==> config.mk <==
export PLATFORM = sky130hd
export DESIGN_NAME = gru_seq_ctrl
export DESIGN_NICKNAME = d
export VERILOG_FILES = /design/src/rtl/gru_seq_ctrl.sv
export SDC_FILE = /design/constraint.sdc
export NUM_CORES = 1
export LEC_CHECK = 0
export CAP_MARGIN = 30
export CORE_MARGIN = 4
export CORE_UTILIZATION = 30
export CTS_CLUSTER_DIAMETER = 50
export DETAILED_ROUTE_END_ITERATION = 6
export SLEW_MARGIN = 20
export SYNTH_ARGS = -nofsm -noshare
export SYNTH_HDL_FRONTEND = slang
export SYNTH_SLANG_ARGS = --single-unit
==> constraint.sdc <==
create_clock -name clk1 -period 2.8 [get_ports clk1]
set_input_delay 0.56 -clock clk1 [delete_from_list [all_inputs] [get_ports clk1]]
set_output_delay 0.56 -clock clk1 [all_outputs]
set_load 0.005 [all_outputs]
Fig. 1: ports around the boundary
(3 px per µm) Pins as bars across the die edge, other pins in gray.
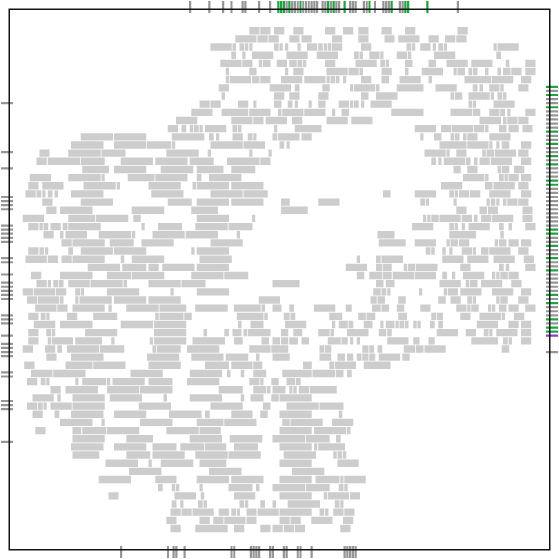
[h_cell] green | pins: 32 | direction: output | edge: 19 right, 13 top
[busy] purple | pins: 1 | direction: output | edge: right
all pins by edge: 63 right, 48 top, 34 left, 23 bottom
# port buffers: 167
height of the die: 179.6 µm

Fig. 2: sequential cells colored by netlist name
(1.5 px per µm) Other sequential cells in the stronger gray, the rest of the logic in the fainter gray.
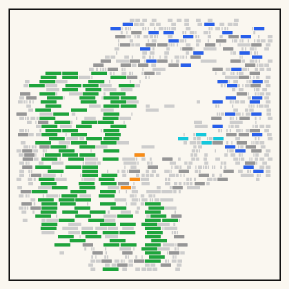
[wr_ptr] orange | flops: 3
[mem] green | flops: 128
[h_out] blue | flops: 32
[step] cyan | flops: 4 | where: middle right
sequential cell area share: 51.38%
Storage cell area: 6108 µm²
P_seq: 0.00397 W
final design utilization: 41.20%

Fig. 3: close-up of the layout
Window x 77 to 102, y 41 to 66 µm. Cells in gray, sequential cells in the stronger gray; small squares are vias.
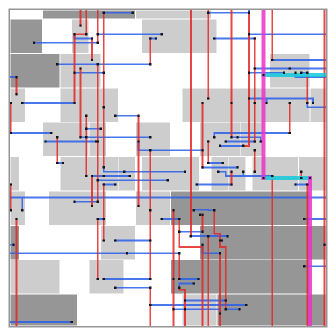
[metal 3] cyan
[metal 1] blue
[metal 2] red
[metal 4] magenta
cells with their middle in the window: 30
sequential cells in the window: 5
most frequent: ha_1 (4), edfxtp_1 (4)

==> flow.log <==
[metrics] run summary
INFO  metric post-dp-hpwl = 12840 µm
INFO  metric finalInstanceArea = about 12000 µm²
INFO  metric grt-busiest-layer = met2
INFO  metric postSynth.topFlopCell = edfxtp_1
INFO  metric drcViolationCount = 0
INFO  metric comb_share = 21.47%
INFO  metric cts_tree = yes
INFO  metric preCtsSetupSlack = 0.4610 ns
INFO  metric synth.most_common_cell = nand2_1
INFO  metric maximum_number_of_pins_on_one_net_before_global_route_repair = 50
INFO  metric netlist-cell-type-count = about 42
INFO  metric power.static_leakage = 3.840 nW
INFO  metric area_fraction_in_and_or_nand_and_nor_cells_after_synthesis = under 10%
INFO  metric final.hold.worst_slack = approximately 0.45 ns
INFO  metric cts_buffer_depth = 3
INFO  metric detailroute.wirelength.met2 = 9333 µm
INFO  metric run_status = complete, no violations
INFO  metric total_power = 0.008346 W
INFO  metric critical_path.endpoint_type = output pin
INFO  metric synthAoiAreaFrac = 8.566%
INFO  metric finish.cell_count_without_fillers = 1244
INFO  metric final_layout_top_logic_cell = clkdlybuf4s50_1
INFO  metric nFlopsAndLatches = 241
INFO  metric met1_length = 9098 µm
INFO  metric least_margin_pin_slew = 0.8437 ns
INFO  metric hold_class = reg -> reg
INFO  metric netSwitchingPower = 0.001971 W
INFO  metric crit_type = reg -> out
INFO  metric p_sw_share = 23.62%
INFO  metric postRouteWirelength = about 20000 µm
INFO  metric floorplan.core_area = ~29000 µm²
INFO  metric combinationalPower = ~0.00099 W
INFO  metric antenna_violations_before_repair = 0
INFO  metric final-nonclk-buf-share = between 10% and 20%
INFO  metric grt_pass1_vias = 5692
INFO  metric setup_tns_final = 0 ns
INFO  metric slowest_stage = clkdlybuf4s50_1
INFO  metric yosys-dominant-comb-family = simple AND/OR/NAND/NOR gates
INFO  metric placement_rows = 62
INFO  metric yosys_register_bits = 241
INFO  metric required = about 2.2 ns
INFO  metric critPathMaxStageDelay = 0.50 ns
INFO  metric cts_setup_buffers = 0
INFO  metric power_density = 702.0 nW/µm²
INFO  metric critical_path.max_fanout = 7
INFO  metric reg2reg_slack = 0.57 ns
INFO  metric worst_clock_skew = 0.01729 ns
INFO  metric drt_pass1_iterations = 4
INFO  metric adder_cell_share_of_the_synthesized_area = about 1.1%
INFO  metric finalClockPeriodUsage = around nine tenths
INFO  metric fp_util = between 30 and 40%
INFO  metric clock_cell_area_share = 7.293%
INFO  metric enable_flop_cells = 128
INFO  metric gr-total-overflow = 0
INFO  metric ys_async_sr_fraction = 0%
INFO  metric groute.usage.overall = 11.89%
INFO  metric worst-path-stages = 3
INFO  metric critical_path_buf_inv_count = 1
INFO  metric largest_reg_flops = 128
INFO  metric yosys.stat.seqShare = 69.09%
Power is estimated from default activity; no workload was simulated.
